$ cat src/rtl/screen_draw_ctrl_pkg.sv
// Shared types and constants for the screen/sprite draw sequencer.
// Contents:
//   drawState_t      - sequencer states IDLE, DRAW, FLUSH, DONE
//   VGA_X_W/VGA_Y_W  - VGA coordinate widths
//   ADDR_W/COLOR_W   - ROM address and colour widths
//   *_DFLT           - default screen/sprite geometry and transparent colour
package draw_pkg;

    typedef enum logic [1:0] {
        IDLE  = 2'd0,
        DRAW  = 2'd1,
        FLUSH = 2'd2,
        DONE  = 2'd3
    } drawState_t;

    localparam int VGA_X_W = 8;
    localparam int VGA_Y_W = 7;
    localparam int ADDR_W  = 15;
    localparam int COLOR_W = 3;

    localparam int SCREEN_W_DFLT = 160;
    localparam int SCREEN_H_DFLT = 120;
    localparam int SPRITE_W_DFLT = 40;
    localparam int SPRITE_H_DFLT = 40;

    localparam logic [COLOR_W-1:0] TRANSPARENT_DFLT = 3'b101;

endpackage

$ cat src/rtl/screen_draw_ctrl_if.sv
// Bundle between the game control/datapath side and the draw sequencer.
// Signals:
//   start, sel_sprite, x_origin, y_origin, trans_en - draw request and its arguments
//   rom_color                                        - ROM/colour-mux data, one cycle after rom_addr
//   rom_addr                                         - linear row-major ROM address
//   x, y, color, plot                                - VGA adapter write port
//   busy, done                                       - handshake status back to the game FSM
// Modports:
//   master - requester / ROM side (drives request and rom_color)
//   slave  - the draw sequencer
interface screen_draw_ctrl_if;
    import draw_pkg::*;

    logic                 start;
    logic                 sel_sprite;
    logic [VGA_X_W-1:0]   x_origin;
    logic [VGA_Y_W-1:0]   y_origin;
    logic                 trans_en;
    logic [COLOR_W-1:0]   rom_color;
    logic [ADDR_W-1:0]    rom_addr;
    logic [VGA_X_W-1:0]   x;
    logic [VGA_Y_W-1:0]   y;
    logic [COLOR_W-1:0]   color;
    logic                 plot;
    logic                 busy;
    logic                 done;

    modport master (
        output start, sel_sprite, x_origin, y_origin, trans_en, rom_color,
        input  rom_addr, x, y, color, plot, busy, done
    );

    modport slave (
        input  start, sel_sprite, x_origin, y_origin, trans_en, rom_color,
        output rom_addr, x, y, color, plot, busy, done
    );

endinterface

$ cat src/rtl/screen_draw_ctrl_scan.sv
// xy_scan_counter: row-major column/row walker with runtime size select.
// Ports:
//   clk, resetn        - clock, synchronous active-low reset
//   clr                - zero column, row and address
//   en                 - advance one pixel
//   selSprite          - 0 = screen size, 1 = sprite size
//   c, r               - current column / row
//   addr               - linear address r*W + c
//   last               - current position is the final pixel (c=W-1, r=H-1)
module xy_scan_counter
    import draw_pkg::*;
#(
    parameter int SCREEN_W = SCREEN_W_DFLT,
    parameter int SCREEN_H = SCREEN_H_DFLT,
    parameter int SPRITE_W = SPRITE_W_DFLT,
    parameter int SPRITE_H = SPRITE_H_DFLT
) (
    input  logic               clk,
    input  logic               resetn,
    input  logic               clr,
    input  logic               en,
    input  logic               selSprite,
    output logic [VGA_X_W-1:0] c,
    output logic [VGA_Y_W-1:0] r,
    output logic [ADDR_W-1:0]  addr,
    output logic               last
);

    localparam logic [VGA_X_W-1:0] SCR_LAST_C = VGA_X_W'(SCREEN_W - 1);
    localparam logic [VGA_Y_W-1:0] SCR_LAST_R = VGA_Y_W'(SCREEN_H - 1);
    localparam logic [VGA_X_W-1:0] SPR_LAST_C = VGA_X_W'(SPRITE_W - 1);
    localparam logic [VGA_Y_W-1:0] SPR_LAST_R = VGA_Y_W'(SPRITE_H - 1);

    logic lastCol;
    logic lastRow;

    assign lastCol = (c == (selSprite ? SPR_LAST_C : SCR_LAST_C));
    assign lastRow = (r == (selSprite ? SPR_LAST_R : SCR_LAST_R));
    assign last    = lastCol && lastRow;

    // Row-major order makes the linear address a plain incrementer, so no
    // r*W multiply is needed.
    always_ff @(posedge clk) begin
        if (!resetn || clr) begin
            c    <= '0;
            r    <= '0;
            addr <= '0;
        end else if (en) begin
            addr <= addr + 1'b1;
            if (lastCol) begin
                c <= '0;
                r <= r + 1'b1;
            end else begin
                c <= c + 1'b1;
            end
        end
    end

endmodule

$ cat src/rtl/screen_draw_ctrl.sv
// screen_draw_ctrl: pixel-walk sequencer feeding the VGA adapter.
// Issues row-major ROM addresses for a full screen or a sprite, realigns
// x/y with the one-cycle ROM latency, and gates plot for clipping and
// the transparent colour.
// Ports:
//   clk     - system clock, rising edge
//   resetn  - synchronous active-low reset
//   bus     - screen_draw_ctrl_if.slave: request/handshake, ROM port, VGA port
module screen_draw_ctrl
    import draw_pkg::*;
#(
    parameter int                 SCREEN_W    = SCREEN_W_DFLT,
    parameter int                 SCREEN_H    = SCREEN_H_DFLT,
    parameter int                 SPRITE_W    = SPRITE_W_DFLT,
    parameter int                 SPRITE_H    = SPRITE_H_DFLT,
    parameter logic [COLOR_W-1:0] TRANSPARENT = TRANSPARENT_DFLT
) (
    input  logic              clk,
    input  logic              resetn,
    screen_draw_ctrl_if.slave bus
);

    localparam logic [VGA_X_W:0] X_MAX = (VGA_X_W + 1)'(SCREEN_W - 1);
    localparam logic [VGA_Y_W:0] Y_MAX = (VGA_Y_W + 1)'(SCREEN_H - 1);

    drawState_t         state;
    logic               selSpriteQ;
    logic               transEnQ;
    logic [VGA_X_W-1:0] xOriginQ;
    logic [VGA_Y_W-1:0] yOriginQ;
    logic               busyQ;
    logic               doneQ;

    logic               cntClr;
    logic               cntEn;
    logic [VGA_X_W-1:0] c;
    logic [VGA_Y_W-1:0] r;
    logic [ADDR_W-1:0]  addr;
    logic               last;

    logic               vld_p1;
    logic [VGA_X_W:0]   xSum_p1;
    logic [VGA_Y_W:0]   ySum_p1;
    logic               clipped;
    logic               transHit;

    assign cntClr = (state == IDLE) && bus.start;
    // Holding the counter on the final pixel keeps rom_addr at its last
    // value through FLUSH.
    assign cntEn  = (state == DRAW) && !last;

    xy_scan_counter #(
        .SCREEN_W (SCREEN_W),
        .SCREEN_H (SCREEN_H),
        .SPRITE_W (SPRITE_W),
        .SPRITE_H (SPRITE_H)
    ) uScan (
        .clk       (clk),
        .resetn    (resetn),
        .clr       (cntClr),
        .en        (cntEn),
        .selSprite (selSpriteQ),
        .c         (c),
        .r         (r),
        .addr      (addr),
        .last      (last)
    );

    always_ff @(posedge clk) begin
        if (!resetn) begin
            state      <= IDLE;
            busyQ      <= 1'b0;
            doneQ      <= 1'b0;
            selSpriteQ <= 1'b0;
            transEnQ   <= 1'b0;
        end else begin
            case (state)
                IDLE: begin
                    doneQ <= 1'b0;
                    if (bus.start) begin
                        selSpriteQ <= bus.sel_sprite;
                        transEnQ   <= bus.trans_en;
                        busyQ      <= 1'b1;
                        state      <= DRAW;
                    end
                end
                DRAW: begin
                    if (last) begin
                        state <= FLUSH;
                    end
                end
                FLUSH: begin
                    busyQ <= 1'b0;
                    doneQ <= 1'b1;
                    state <= DONE;
                end
                DONE: begin
                    doneQ <= 1'b0;
                    state <= IDLE;
                end
                default: begin
                    busyQ <= 1'b0;
                    doneQ <= 1'b0;
                    state <= IDLE;
                end
            endcase
        end
    end

    // Origins are pure data; they only matter once a start has latched them.
    always_ff @(posedge clk) begin
        if ((state == IDLE) && bus.start) begin
            xOriginQ <= bus.x_origin;
            yOriginQ <= bus.y_origin;
        end
    end

    // ---- stage p1: coordinates of the address issued last cycle, aligned
    // with rom_color arriving from the synchronous ROM ----
    always_ff @(posedge clk) begin
        if (!resetn) begin
            vld_p1  <= 1'b0;
            xSum_p1 <= '0;
            ySum_p1 <= '0;
        end else begin
            vld_p1  <= (state == DRAW);
            // One extra bit so an origin near the right/bottom edge is
            // detected as off-screen rather than wrapping.
            xSum_p1 <= {1'b0, xOriginQ} + {1'b0, c};
            ySum_p1 <= {1'b0, yOriginQ} + {1'b0, r};
        end
    end

    assign clipped  = (xSum_p1 > X_MAX) || (ySum_p1 > Y_MAX);
    assign transHit = transEnQ && (bus.rom_color == TRANSPARENT);

    assign bus.rom_addr = addr;
    assign bus.x        = xSum_p1[VGA_X_W-1:0];
    assign bus.y        = ySum_p1[VGA_Y_W-1:0];
    assign bus.color    = bus.rom_color;
    assign bus.plot     = vld_p1 && !clipped && !transHit;
    assign bus.busy     = busyQ;
    assign bus.done     = doneQ;

endmodule

$ cat src/flat_wrapper.sv
// flat-port wrapper written by rule: the top's interface ports become plain ports
module screen_draw_ctrl_flat import draw_pkg::*;
#(
    parameter int                 SCREEN_W    = SCREEN_W_DFLT,
    parameter int                 SCREEN_H    = SCREEN_H_DFLT,
    parameter int                 SPRITE_W    = SPRITE_W_DFLT,
    parameter int                 SPRITE_H    = SPRITE_H_DFLT,
    parameter logic [COLOR_W-1:0] TRANSPARENT = TRANSPARENT_DFLT
)
  (clk, resetn, bus_start, bus_sel_sprite, bus_x_origin, bus_y_origin, bus_trans_en, bus_rom_color, bus_rom_addr, bus_x, bus_y, bus_color, bus_plot, bus_busy, bus_done);
  screen_draw_ctrl_if bus_i ();
  input  logic clk;
  input  logic resetn;
  input wire logic [$bits(bus_i.start)-1:0] bus_start;
  input wire logic [$bits(bus_i.sel_sprite)-1:0] bus_sel_sprite;
  input wire logic [$bits(bus_i.x_origin)-1:0] bus_x_origin;
  input wire logic [$bits(bus_i.y_origin)-1:0] bus_y_origin;
  input wire logic [$bits(bus_i.trans_en)-1:0] bus_trans_en;
  input wire logic [$bits(bus_i.rom_color)-1:0] bus_rom_color;
  output wire logic [$bits(bus_i.rom_addr)-1:0] bus_rom_addr;
  output wire logic [$bits(bus_i.x)-1:0] bus_x;
  output wire logic [$bits(bus_i.y)-1:0] bus_y;
  output wire logic [$bits(bus_i.color)-1:0] bus_color;
  output wire logic [$bits(bus_i.plot)-1:0] bus_plot;
  output wire logic [$bits(bus_i.busy)-1:0] bus_busy;
  output wire logic [$bits(bus_i.done)-1:0] bus_done;
  assign bus_i.start = bus_start;
  assign bus_i.sel_sprite = bus_sel_sprite;
  assign bus_i.x_origin = bus_x_origin;
  assign bus_i.y_origin = bus_y_origin;
  assign bus_i.trans_en = bus_trans_en;
  assign bus_i.rom_color = bus_rom_color;
  assign bus_rom_addr = bus_i.rom_addr;
  assign bus_x = bus_i.x;
  assign bus_y = bus_i.y;
  assign bus_color = bus_i.color;
  assign bus_plot = bus_i.plot;
  assign bus_busy = bus_i.busy;
  assign bus_done = bus_i.done;
  screen_draw_ctrl #(.SCREEN_W(SCREEN_W), .SCREEN_H(SCREEN_H), .SPRITE_W(SPRITE_W), .SPRITE_H(SPRITE_H), .TRANSPARENT(TRANSPARENT)) u_core (.clk(clk), .resetn(resetn), .bus(bus_i));
endmodule
$ cat config.mk
export PLATFORM = sky130hd
export DESIGN_NAME = screen_draw_ctrl_flat
export DESIGN_NICKNAME = d
export VERILOG_FILES = /design/src/rtl/screen_draw_ctrl_pkg.sv /design/src/rtl/screen_draw_ctrl_if.sv /design/src/rtl/screen_draw_ctrl_scan.sv /design/src/rtl/screen_draw_ctrl.sv /design/src/flat_wrapper.sv
export SDC_FILE = /design/constraint.sdc
export NUM_CORES = 1
export LEC_CHECK = 0
export ABC_CLOCK_PERIOD_IN_PS = 2500
export CORE_AREA = 2 2 90 92
export DETAILED_ROUTE_END_ITERATION = 16
export DIE_AREA = 0 0 92 94
export PLACE_DENSITY = 0.73
export REMOVE_ABC_BUFFERS = 1
export SLEW_MARGIN = 5
export SYNTH_ARGS = -nofsm -noshare
export SYNTH_HDL_FRONTEND = slang
export SYNTH_HIERARCHICAL = 1
export SYNTH_SLANG_ARGS = --single-unit
$ cat constraint.sdc
create_clock -name clk -period 2.5 [get_ports clk]
set_clock_uncertainty 0.1 [all_clocks]
set_input_delay 0.25 -clock clk [delete_from_list [all_inputs] [get_ports clk]]
set_output_delay 0.25 -clock clk [all_outputs]
set_load 0.02 [all_outputs]
==> run notes <==
flow finished, numbers: critical register-to-register path endpoint u_core/uScan/r[5], buffers inserted during post-CTS setup optimization 0, routed length on met2 about 3.5 mm, Antenna Nets Post-Route 0, overall power between 3 and 4 mW, Final nets around 470, floorplan utilization 45.7%, setup repair after global routing missed its margin true, Congestion Overflow GR 0, via count of the first global-routing pass roughly 2700, via/cell ratio around 5.3, CTS tree built, buffer depth of the longest clock path 2, H-tree depth 3, worst stage delay on the critical path roughly 500 ps, TAP cells roughly 100, fraction of layout cells with a size suffix above 1 a little over a tenth, largest combinational cell category by area simple AND/OR/NAND/NOR gates, footprint of the flip-flops and latches 1530 um^2, fin crit period 2380 ps, relative area of clock buffers and inverters in the final design slightly above 5%, Fill cells between 600 and 700, xor+xnor area frac ~4.5%, maxcap violations 0, RePlAce Congestion slightly above 0.8, EDFF count, synth 15, met3 routed WL around 420 um, HPWL after detailed placement about 5.2 mm, clock distribution power 1.00 mW, area share of and-or/or-and cells after synthesis 13.5%, critical path endpoint u_core/uScan/r[5], setup slack, reg-to-reg about 120 ps, multi-input gate share of total cell area roughly 39%, share of total power consumed by net switching around 31%, number of search-and-repair iterations in the first detailed-routing pass 4, buffers added on ports approximately 58, uppermost signal routing layer after detailed routing met4, max-slew violations 0, post-synthesis cell count from yosys between 300 and 400, biggest cell category by area in the final layout combinational gates, standby leakage power approximately 1.7 nW, share of Yosys cell area claimed by the top area cell type a little over 30%, Top cells excl fill/tap sky130_fd_sc_hd__clkdlybuf4s50_1, sky130_fd_sc_hd__dfxtp_1, sky130_fd_sc_hd__nor2_1, sequential portion of the cell area 34.7%, Total Neg Setup Slack 0 ps, number of antenna violations at the first check in global routing 0, largest fanout of any net on the critical path 8, global routing met3 resource utilization between 5 and 6%, drt first-iter violations between 100 and 150, crit path DRT 2680 ps, group drawing the most power registers, status completed, Seq/Total Area, Yosys between 40% and 50%, hold-fix buffer count after cts 0, number of I/O pins ~59, fmax 420 MHz, Top cell excl fill/tap sky130_fd_sc_hd__clkdlybuf4s50_1, total routing resource utilization after global routing roughly 18%, final core utilization between 50% and 60%, area share of and/or/nand/nor cells after synthesis 19.6%, Peak VDD IR ~430 uV, total routed wire length on the met1 layer 3.37 mm
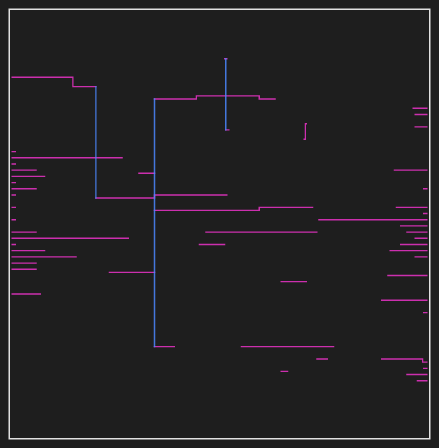
*Routed metal, one color a layer*
Two of the layers only.
Key: blue = metal 4 [wire length 94.5 um]; magenta = metal 3 [wire length 423 um]
via count: 2842
Wirelength per Cell: 13.8 um
total routed wirelength: 7.37 mm

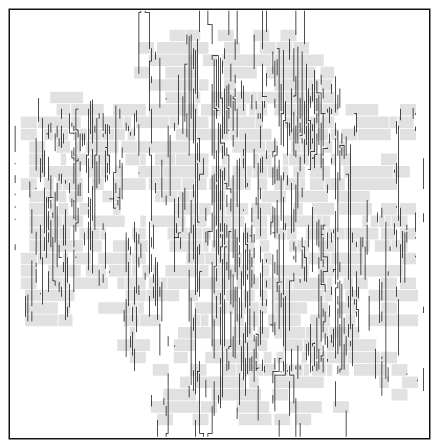
*The metal 2 layer*
The layer holds 47% of the routed length. The layer carries 3480 um of wire. 406 nets have wire on it. The wires run mostly vertical.
met2 usage: 29.6%

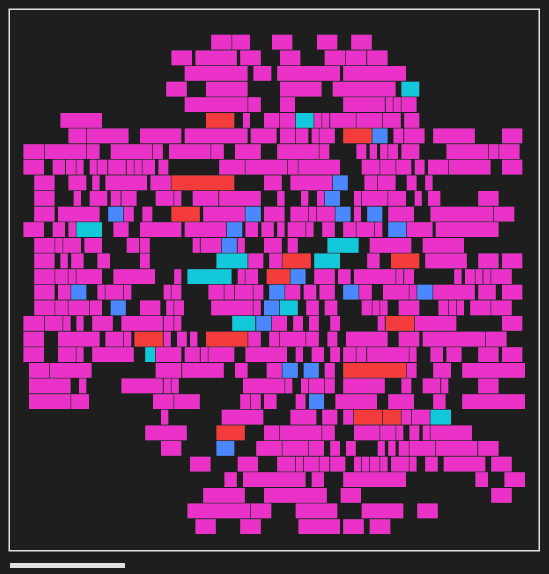
*Sizing map*
Bar = 20 um.
Key: red = _6 and larger [cells 14, most used clkbuf_8]; cyan = _2 cells [cells 11]; blue = _3 and _4 cells [cells 22, most used buf_4]; magenta = _0 and _1 cells [cells 384, most used clkdlybuf4s50_1]
slack of the critical path: 122 ps
area of all placed cells without fillers: 4420 um^2
Area growth, synth to finish: 27.1%
nonclk buf count: 79

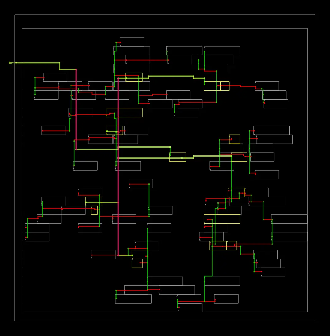
*Clock wiring as the flow saved it*
worst-skew pair later-pin latency: 350 ps
# clk buffers: 9
clock sink count: 69
Seq cells: 69
clock buffer count from CTS: 9

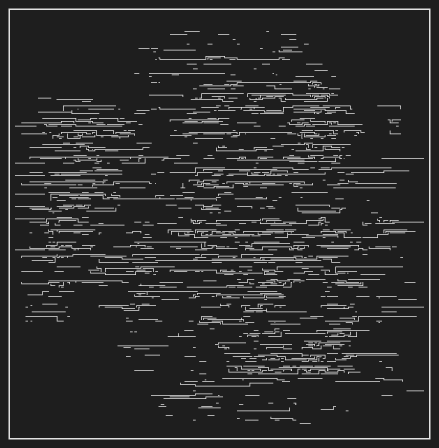
*Signal wires on met1*
The wires run mostly horizontal. The longest straight run is 36.3 um.
met1 track demand over resource: 21.4%

Power figures rest on the tool's default switching activity, not on a simulated workload.
